$ cat src/rtl/mips_bus_arb_if.sv
// Fetch/data requester ports and the shared bus, bundled for mips_bus_arb.
// master is the arbiter's view; slave is the surrounding system's view.
interface mips_bus_arb_if;
  logic [31:0] IA;
  logic        IR;
  logic        IG;
  logic [31:0] IO;
  logic        IV;
  logic [31:0] DA;
  logic [3:0]  DW;
  logic [31:0] DD;
  logic        DR;
  logic        DG;
  logic [31:0] DI;
  logic        DV;
  logic [31:0] BA;
  logic [3:0]  BW;
  logic [31:0] BO;
  logic        BS;
  logic        BK;
  logic [31:0] BI;
  logic        busy;

  modport master (
    input  IA, IR, DA, DW, DD, DR, BK, BI,
    output IG, IO, IV, DG, DI, DV,
    output BA, BW, BO, BS, busy
  );

  modport slave (
    output IA, IR, DA, DW, DD, DR, BK, BI,
    input  IG, IO, IV, DG, DI, DV,
    input  BA, BW, BO, BS, busy
  );
endinterface

$ cat src/rtl/mips_bus_arb.sv
// Two-requester (fetch/data) arbiter onto a single-outstanding bus.
// Grants are combinational in IDLE; FAIR alternates under contention.
module mips_bus_arb #(
  parameter bit FAIR = 1'b1
) (
  input logic            clock,
  input logic            reset,
  mips_bus_arb_if.master bus
);

  typedef enum logic [1:0] {
    IDLE  = 2'd0,
    FETCH = 2'd1,
    DATA  = 2'd2
  } state_e;

  state_e      state_q, state_d;
  logic [31:0] ba_q, ba_d;
  logic [3:0]  bw_q, bw_d;
  logic [31:0] bo_q, bo_d;
  logic [31:0] io_q, io_d;
  logic [31:0] di_q, di_d;
  logic        iv_q, iv_d;
  logic        dv_q, dv_d;
  logic        last_q, last_d;
  logic        ig, dg;
  logic        i_ok, d_ok;

  // A side stays ineligible through its own done-pulse cycle
  assign i_ok = bus.IR & ~iv_q;
  assign d_ok = (bus.DR | (|bus.DW)) & ~dv_q;

  always_comb begin
    state_d = state_q;
    ba_d    = ba_q;
    bw_d    = bw_q;
    bo_d    = bo_q;
    io_d    = io_q;
    di_d    = di_q;
    iv_d    = 1'b0;
    dv_d    = 1'b0;
    last_d  = last_q;
    ig      = 1'b0;
    dg      = 1'b0;
    unique case (state_q)
      IDLE: begin
        if (!reset) begin
          if (i_ok && d_ok) begin
            ig = FAIR && last_q;
            dg = !ig;
          end else begin
            ig = i_ok;
            dg = d_ok;
          end
        end
        if (ig) begin
          state_d = FETCH;
          ba_d    = bus.IA;
          bw_d    = 4'd0;
          bo_d    = 32'd0;
          last_d  = 1'b0;
        end else if (dg) begin
          state_d = DATA;
          ba_d    = bus.DA;
          bw_d    = bus.DW;
          bo_d    = bus.DD;
          last_d  = 1'b1;
        end
      end
      FETCH: begin
        if (bus.BK) begin
          io_d    = bus.BI;
          iv_d    = 1'b1;
          state_d = IDLE;
        end
      end
      DATA: begin
        if (bus.BK) begin
          if (bw_q == 4'd0) di_d = bus.BI;
          dv_d    = 1'b1;
          state_d = IDLE;
        end
      end
      default: state_d = IDLE;
    endcase
  end

  always_ff @(posedge clock) begin
    if (reset) begin
      state_q <= IDLE;
      ba_q    <= 32'd0;
      bw_q    <= 4'd0;
      bo_q    <= 32'd0;
      io_q    <= 32'd0;
      di_q    <= 32'd0;
      iv_q    <= 1'b0;
      dv_q    <= 1'b0;
      last_q  <= 1'b0;
    end else begin
      state_q <= state_d;
      ba_q    <= ba_d;
      bw_q    <= bw_d;
      bo_q    <= bo_d;
      io_q    <= io_d;
      di_q    <= di_d;
      iv_q    <= iv_d;
      dv_q    <= dv_d;
      last_q  <= last_d;
    end
  end

  assign bus.IG   = ig;
  assign bus.DG   = dg;
  assign bus.IO   = io_q;
  assign bus.IV   = iv_q;
  assign bus.DI   = di_q;
  assign bus.DV   = dv_q;
  assign bus.BA   = ba_q;
  assign bus.BW   = bw_q;
  assign bus.BO   = bo_q;
  assign bus.BS   = (state_q != IDLE);
  assign bus.busy = (state_q != IDLE);

endmodule

$ cat src/flat_wrapper.sv
// flat-port wrapper written by rule: the top's interface ports become plain ports
module mips_bus_arb_flat 
#(
  parameter bit FAIR = 1'b1
)
  (clock, reset, bus_IA, bus_IR, bus_DA, bus_DW, bus_DD, bus_DR, bus_BK, bus_BI, bus_IG, bus_IO, bus_IV, bus_DG, bus_DI, bus_DV, bus_BA, bus_BW, bus_BO, bus_BS, bus_busy);
  mips_bus_arb_if bus_i ();
  input logic clock;
  input logic reset;
  input wire logic [$bits(bus_i.IA)-1:0] bus_IA;
  input wire logic [$bits(bus_i.IR)-1:0] bus_IR;
  input wire logic [$bits(bus_i.DA)-1:0] bus_DA;
  input wire logic [$bits(bus_i.DW)-1:0] bus_DW;
  input wire logic [$bits(bus_i.DD)-1:0] bus_DD;
  input wire logic [$bits(bus_i.DR)-1:0] bus_DR;
  input wire logic [$bits(bus_i.BK)-1:0] bus_BK;
  input wire logic [$bits(bus_i.BI)-1:0] bus_BI;
  output wire logic [$bits(bus_i.IG)-1:0] bus_IG;
  output wire logic [$bits(bus_i.IO)-1:0] bus_IO;
  output wire logic [$bits(bus_i.IV)-1:0] bus_IV;
  output wire logic [$bits(bus_i.DG)-1:0] bus_DG;
  output wire logic [$bits(bus_i.DI)-1:0] bus_DI;
  output wire logic [$bits(bus_i.DV)-1:0] bus_DV;
  output wire logic [$bits(bus_i.BA)-1:0] bus_BA;
  output wire logic [$bits(bus_i.BW)-1:0] bus_BW;
  output wire logic [$bits(bus_i.BO)-1:0] bus_BO;
  output wire logic [$bits(bus_i.BS)-1:0] bus_BS;
  output wire logic [$bits(bus_i.busy)-1:0] bus_busy;
  assign bus_i.IA = bus_IA;
  assign bus_i.IR = bus_IR;
  assign bus_i.DA = bus_DA;
  assign bus_i.DW = bus_DW;
  assign bus_i.DD = bus_DD;
  assign bus_i.DR = bus_DR;
  assign bus_i.BK = bus_BK;
  assign bus_i.BI = bus_BI;
  assign bus_IG = bus_i.IG;
  assign bus_IO = bus_i.IO;
  assign bus_IV = bus_i.IV;
  assign bus_DG = bus_i.DG;
  assign bus_DI = bus_i.DI;
  assign bus_DV = bus_i.DV;
  assign bus_BA = bus_i.BA;
  assign bus_BW = bus_i.BW;
  assign bus_BO = bus_i.BO;
  assign bus_BS = bus_i.BS;
  assign bus_busy = bus_i.busy;
  mips_bus_arb #(.FAIR(FAIR)) u_core (.clock(clock), .reset(reset), .bus(bus_i));
endmodule
$ cat config.mk
export PLATFORM = sky130hd
export DESIGN_NAME = mips_bus_arb_flat
export DESIGN_NICKNAME = d
export VERILOG_FILES = /design/src/rtl/mips_bus_arb_if.sv /design/src/rtl/mips_bus_arb.sv /design/src/flat_wrapper.sv
export SDC_FILE = /design/constraint.sdc
export NUM_CORES = 1
export LEC_CHECK = 0
export CAP_MARGIN = 10
export CORE_MARGIN = 2
export CORE_UTILIZATION = 40
export DETAILED_ROUTE_END_ITERATION = 10
export PLACE_DENSITY = 0.8
export SETUP_SLACK_MARGIN = 0.4
export SYNTH_ARGS = -nofsm -noshare
export SYNTH_HDL_FRONTEND = slang
export SYNTH_SLANG_ARGS = --single-unit
$ cat constraint.sdc
create_clock -name clock -period 2.1 [get_ports clock]
set_input_delay 0.21 -clock clock [delete_from_list [all_inputs] [get_ports clock]]
set_output_delay 0.21 -clock clock [all_outputs]
set_load 0.01 [all_outputs]
==> qor.rpt, run 1 <==
===========================================================================
Post-route DRC                                                            0
Final Max-Slew Violation Tally                                            0
Worst Max-Slew Pin Slew                                             1.10 ns
Syn_nets                                                                811
Startpoint types                                                  flip-flop
WL/cell                                                             17.5 um
Clk_skew                                                         0.00689 ns
Critical path class                                            flip-flop to flip-flop
Crit path time final                                                1.82 ns
Switching Fraction                                                    0.279
Synthesized area divided by synthesized cell count                8.36 um^2
Dominant logic cell type in the layout                         sky130_fd_sc_hd__clkdlybuf4s50_1
Critical path arrival                                               2.15 ns
Worst hold-check slack                                             0.238 ns
Worst setup slack after layout                                     0.279 ns
Total die size                                                  0.0150 mm^2
Congestion Overflow GR                                                    0
Cell mode on critical path                                     sky130_fd_sc_hd__buf_4
Clock root buffer master                                       sky130_fd_sc_hd__clkbuf_16
Count of input and output buffers                                       274
Maximum number of pins on one net before global-route repair             78
Peak fanout along the critical path                                       5
Die Y-Extent                                                         122 um
Net load switching power                                            2.37 mW
Outcome                                                        complete, no violations
VDD IR max                                                         0.582 mV
Synth-to-layout area growth                                           71.7%
Count of fill cells added during filler insertion                      1117
Yosys stat cell total                                                   671
Max Cap Viol                                                              0
Internal power                                                      6.11 mW
Part of the total power dissipated in sequential elements             0.351
Antenna-violating nets left                                               0
Sequential share of the synthesized area                              0.489
Total setup violations reported at the end of the flow                    0
H-tree levels                                                             4
Cell breakdown of the critical path                            inv_2, ha_4, nand2b_4, a2111oi_4, buf_4, buf_4, buf_12, clkbuf_16, nand2_1, a21oi_2
Reg2reg path depth                                                       10
Number of ports placed on the die boundary                              275
Number of nets in the final layout                                     1087
Summed standard-cell area reported by yosys                    0.00561 mm^2
Area of the mapped netlist                                     0.00561 mm^2
GRT Total Usage                                                       0.245
Distinct cells, synth                                                    37
Crit-path slowest cell                                         sky130_fd_sc_hd__dfxtp_2
Post-detailed-placement half-perimeter wirelength                  12400 um
Tool warnings                                                            30
Combinational share of power                                          0.277
Number of clock sinks                                                   137
Timing-limited maximum frequency                                    549 MHz
TritonCTS clock tree                                                  built
Count of hold-fix buffers inserted at cts                                 0
Routability congestion estimate from global placement                 0.792
Initial antenna violation count                                           1
Setup TNS                                                              0 ns
Area of the core                                                0.0138 mm^2
Num CTS Buffers                                                          17
Initial DRT Pass Iterations                                               5
Max-slew headroom at the worst pin                                    0.268
Overall power                                                       8.48 mW
Data required time of the critical path                             2.43 ns
Rows                                                                     43
Count of buffer and inverter cells on the critical path                   5
Clk_lat worst skew                                                  0.41 ns
Via count of the first global-routing pass                             5610
Setup Slack @ Placement                                           -0.258 ns
Final Routed Wirelength                                            20000 um
Class of the tightest hold or removal check                    input pin to flip-flop
Bufs on Longest Clock Path                                                2
Initial drt markers                                                     411
===========================================================================
-- run 1: path summary, 6_finish.rpt --
| check | from | endpoint | slack, ns |
|---|---|---|---|
| hold reg to reg | u_core.bus.IO[21] | u_core.bus.IO[21] | 0.45 |
| setup reg to reg | u_core.state_q[1] | u_core.bus.BO[15] | 0.28 |
| hold / removal | bus_DW[0] | u_core.bus.BW[0] | 0.24 |
| setup / recovery | u_core.state_q[1] | u_core.bus.BO[15] | 0.28 |
-- run 1: power groups by stage --
stage / clock (mW) / sequential, mW / combinational, mW
finish: 3.15 / 2.98 / 2.35
global route: 3.32 / 3.00 / 2.50
CTS: 3.18 / 2.97 / 2.13
detailed placement: 0 / 3.03 / 1.95
global placement: 0 / 3.02 / 1.94
floorplan: 0 / 3.11 / 0.877
-- run 1: logic make-up (layout without fill, tap and decap cells) --
kind of cell,Yosys count,in the layout,share of synthesized area
other,0,1,0
AOI/OAI and AO/OA,242,242,0.280
DFF,137,137,0.489
adders and majority gates,3,3,0.00669
buffers and inverters,68,356,0.0593
and+or+nand+nor,221,222,0.165
-- run 1: cells in the mapped netlist (all sizes together) --
library cell | n | area (um^2)
a2111oi | 1 | 27.5
nor3 | 3 | 26.3
o32ai | 1 | 8.76
and3b | 1 | 8.76
clkbuf | 36 | 136
or4 | 1 | 7.51
and2 | 1 | 6.26
and3 | 1 | 6.26
nand2b | 2 | 20.0
ha | 3 | 37.5
nand3 | 34 | 170
a21o | 1 | 7.51
dfxtp | 137 | 2740
a211oi | 1 | 12.5
o21ba | 1 | 10.0
a311oi | 32 | 468
o21ai | 68 | 340
nor2 | 6 | 27.5
buf | 28 | 181
o31ai | 1 | 7.51
nor4 | 1 | 6.26
nor2b | 2 | 12.5
or2 | 1 | 6.26
a21oi | 135 | 679
nand2 | 168 | 631
inv | 4 | 15.0
a211o | 1 | 10.0
-- run 1: flip-flops by register name, indices dropped and copies added, names as in the netlist --
| name | count |
|---|---|
| u_core.bus.IV | 1 |
| u_core.state_q | 2 |
| u_core.bus.IO | 32 |
| u_core.last_q | 1 |
| u_core.bus.BW | 4 |
| u_core.bus.DI | 32 |
| u_core.bus.DV | 1 |
| u_core.bus.BO | 32 |
| u_core.bus.BA | 32 |
-- run 1: final cells by class --
class / instances / area, um^2 / share of cell area
Timing Repair Buffer: 320 / 3330 / 0.345
Clock buffer: 22 / 454 / 0.0471
Clock inverter: 10 / 166 / 0.0173
Tap cell: 180 / 225 / 0.0234
Inverter: 4 / 15.0 / 0.00156
Antenna cell: 1 / 2.50 / 0.000260
Sequential cell: 137 / 2750 / 0.285
Multi-Input combinational cell: 467 / 2700 / 0.280
-- run 1: metal layers --
metal  wire, um  GRT usage  vias to the layer above
li1           -          -                     2894
met1       7900      0.291                     2855
met2       9960      0.410                      248
met3       1550     0.0730                       42
met4        573      0.107                        0
met5          0          0                        -
-- run 1: timing repair --
item,CTS,global route
buffers inserted,11,3
resized,40,38
setup endpoints to repair,76,44
hold endpoints to repair,0,0
pin swaps,6,7
gates cloned,2,8
-- run 1: stage by stage --
stage	instances	area (um^2)
3_5_place_dp	1084	8500
4_1_cts	1129	9350
6_report	1141	9640
3_3_place_gp	1084	8500
2_1_floorplan	671	5610
5_1_grt	1140	9630
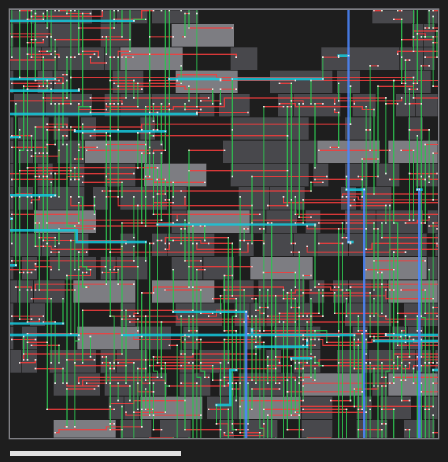
Figure 1: run 1, zoomed window.
Bar = 20 um. Window x 6 to 56, y 6 to 56 um. Cells in gray, sequential cells in the stronger gray; small squares are vias.
Red stands for M1. Blue stands for M4. Cyan stands for M3. Green stands for M2.
Netlist names of flops here include `u_core.bus.BA` (20). Sequential cells in the window: 20. 171 logic cells have their middle in the window. Most frequent: clkdlybuf4s50_1 (40), nand3_1 (21).

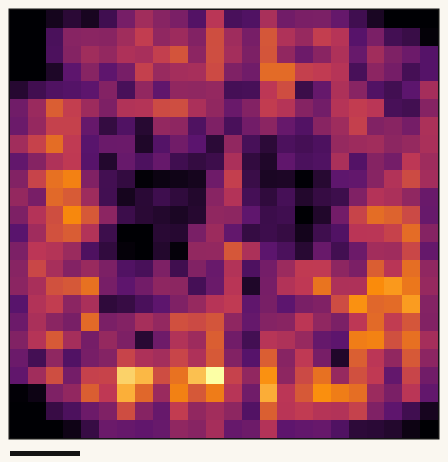
Figure 2: run 1, routed metal per tile.
Bar = 20 um. 24 x 24 tiles, from black (low) to pale yellow (high), scaled to the fullest tile. Values are wire area over tile area, all layers added.
21% of the tiles are over half the peak. The mean over all tiles is 0.22. 4.7% of the tiles are nearly empty.

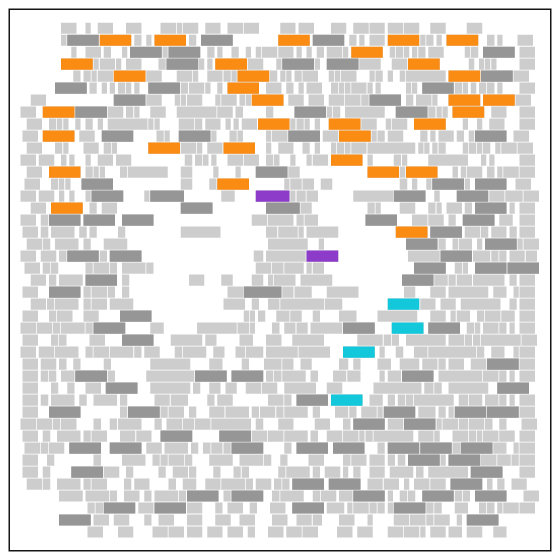
Figure 3: run 1, register map, names as in the netlist.
Other sequential cells in the stronger gray, the rest of the logic in the fainter gray.
Cyan stands for `u_core.bus.BW`, sequential cells 4. Purple stands for `u_core.state_q`, sequential cells 2. Orange stands for `u_core.bus.IO`, sequential cells 32, where a band across the top.
Another 99 sequential cells are not colored.
power in sequential cells: 2.98 mW
Seq area share: 0.285
final core area utilization: 0.700
total area of sequential cells: 0.00275 mm^2

==> run 2, diff against run 1 <==
Settings changed: ABC_AREA set to 1, PLACE_DENSITY 0.8 to 0.81.
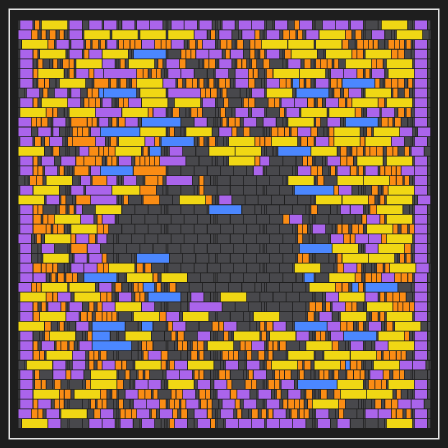
Figure 4: run 2, cell classes on the final placement.
Fill, decap, tap and diode cells in gray.
Orange stands for remaining logic cells, cells 537. Purple stands for remaining buffers and delay cells, cells 299. Yellow stands for registers, cells 137. Blue stands for clock drivers and dummy loads, cells 31.

==> qor.rpt, run 2 <==
========================================================================
Peak fanout along the critical path                                   13
Area share, top type                                               0.511
Destination of the worst register-to-register timing path   u_core.bus.BO[20]
VDD IR max                                                      0.485 mV
Overall power                                                    7.87 mW
Post-route DRC                                                         0
Reg2reg path depth                                                    10
Via count of the first global-routing pass                          5488
Synthesized area divided by synthesized cell count             7.40 um^2
Routability congestion estimate from global placement              0.793
Total die size                                               0.0143 mm^2
Initial DRT Pass Iterations                                            8
Clk_skew                                                       0.0102 ns
Most area-hungry cell type in the Yosys netlist             sky130_fd_sc_hd__dfxtp_1
Clk_lat worst skew                                               0.42 ns
Tool warnings                                                         29
Number of flops mapped to enable cells by yosys                        0
Cell breakdown of the critical path                         inv_2, ha_4, nand4_2, inv_2, buf_4, nor2_4, buf_4, clkbuf_16, nand2_1, a21oi_1
Synth-to-layout area growth                                        68.5%
Antenna cell count                                                     0
Initial antenna violation count                                        0
Worst Max-Slew Pin Slew                                         0.392 ns
Number of nets in the final layout                                  1132
Dominant logic cell type in the layout                      sky130_fd_sc_hd__clkdlybuf4s50_1
RR Startpoint                                               u_core.state_q[1]
Total setup violations reported at the end of the flow                 0
Class of the tightest hold or removal check                 input pin to flip-flop
Top cells by instance count after synthesis                 sky130_fd_sc_hd__nand2_1 (146), sky130_fd_sc_hd__dfxtp_1 (137), sky130_fd_sc_hd__nor2_1 (130)
Hold Crit Endpoint                                          u_core.bus.BO[11]
Post-detailed-placement half-perimeter wirelength               12000 um
Yosys stat cell total                                                725
WL/cell                                                          15.0 um
Initial drt markers                                                  374
Number of ports placed on the die boundary                           275
R2R Setup Slk                                                    0.45 ns
Summed standard-cell area reported by yosys                 0.00536 mm^2
Data required time of the critical path                          2.46 ns
Outcome                                                     complete, no violations
Area of the core                                             0.0132 mm^2
Critical path arrival                                            2.01 ns
Crit path time final                                             1.65 ns
Startpoint types                                               flip-flop
Die Y-Extent                                                      120 um
Syn_nets                                                             865
TritonCTS clock tree                                               built
Rows                                                                  42
Worst hold-check slack                                          0.339 ns
Final core area utilization                                        0.685
Antenna-violating nets left                                            0
Setup TNS                                                           0 ns
Max-slew headroom at the worst pin                                 0.738
Clock root buffer master                                    sky130_fd_sc_hd__clkbuf_16
Num CTS Buffers                                                       17
Worst setup slack after layout                                  0.446 ns
Critical path class                                         flip-flop to flip-flop
Max Cap Viol                                                           0
Most instantiated flip-flop cell in the synthesis netlist   sky130_fd_sc_hd__dfxtp_1
Dominant cells by area after synthesis                      sky130_fd_sc_hd__dfxtp_1 (51%), sky130_fd_sc_hd__nand2_1 (10%), sky130_fd_sc_hd__nor2_1 (9.1%), sky130_fd_sc_hd__o21ai_0 (8.3%), sky130_fd_sc_hd__a21oi_1 (6.5%)
Crit-path slowest cell                                      sky130_fd_sc_hd__dfxtp_1
========================================================================
==> run 2: layer usage <==
layer / track usage / wire [um] / vias to the layer above / part of all wire
met1: 0.260 / 6910 / 2625 / 0.39
met2: 0.425 / 8730 / 262 / 0.49
li1: - / - / 2858 / -
met3: 0.0932 / 1750 / 29 / 0.099
met5: 0 / 0 / - / 0
met4: 0.0904 / 351 / 0 / 0.020
==> run 2: worst max-delay path: cells and delay by family (launching register included) <==
| family | cells | cell delay (ns) |
|---|---|---|
| buffers and inverters | 5 | 0.64 |
| flip-flops | 1 | 0.38 |
| AND/OR/NAND/NOR | 3 | 0.28 |
| adder cells (fa/ha/maj) | 1 | 0.18 |
| AND-OR/OR-AND | 1 | 0.11 |
==> run 2: worst max-delay path by stage <==
stage / from / end / cells past startpoint
finish: u_core.state_q[1] / u_core.bus.BO[20] / 10
global route: u_core.state_q[1] / u_core.bus.BO[13] / 10
CTS: u_core.state_q[0] / bus_DG / 5
detailed placement: bus_DW[3] / u_core.bus.BO[31] / 11
global placement: bus_DW[3] / bus_IG / 7
floorplan: u_core.state_q[0] / u_core.bus.BA[11] / 9
==> run 2: timing repair <==
item / 4_1_cts / 5_1_grt
buffers inserted: 1 / 2
gates resized: 11 / 7
pin swaps: 0 / 1
gates cloned: 0 / 3
endpoints found under the setup margin: 49 / 41
==> run 2: cell type report <==
type                            instances  area, um^2
Clock buffer                           20         447
Tap cell                              176         220
Inverter                               44         168
Timing Repair Buffer                  299        3040
Multi-Input combinational cell        493        2230
Sequential cell                       137        2740
Clock inverter                         11         194
Fill cell                            1073        4150
==> run 2: cell families (layout without fill, tap and decap cells) <==
logic type	after synthesis	in the layout	synth area share
AND/OR/NAND/NOR	322	322	0.246
adder cells (fa/ha/maj)	3	3	0.00700
flip-flops	137	137	0.511
buffers and inverters	95	374	0.0775
AND-OR/OR-AND	168	168	0.158
==> run 2: per-stage QoR <==
step,cell area [um^2],std cells
global placement,8290,1143
detailed placement,8290,1143
CTS,8950,1175
floorplan,5360,725
finish,9040,1180
global route,9040,1180
==> run 2: power by group <==
group | total (mW) | internal, mW | switching, mW
registers | 2.93 | 2.82 | 0.113
logic | 1.67 | 0.883 | 0.784
clock network | 3.27 | 2.14 | 1.13
No activity file was given, so power comes from the tool's default toggle rates.
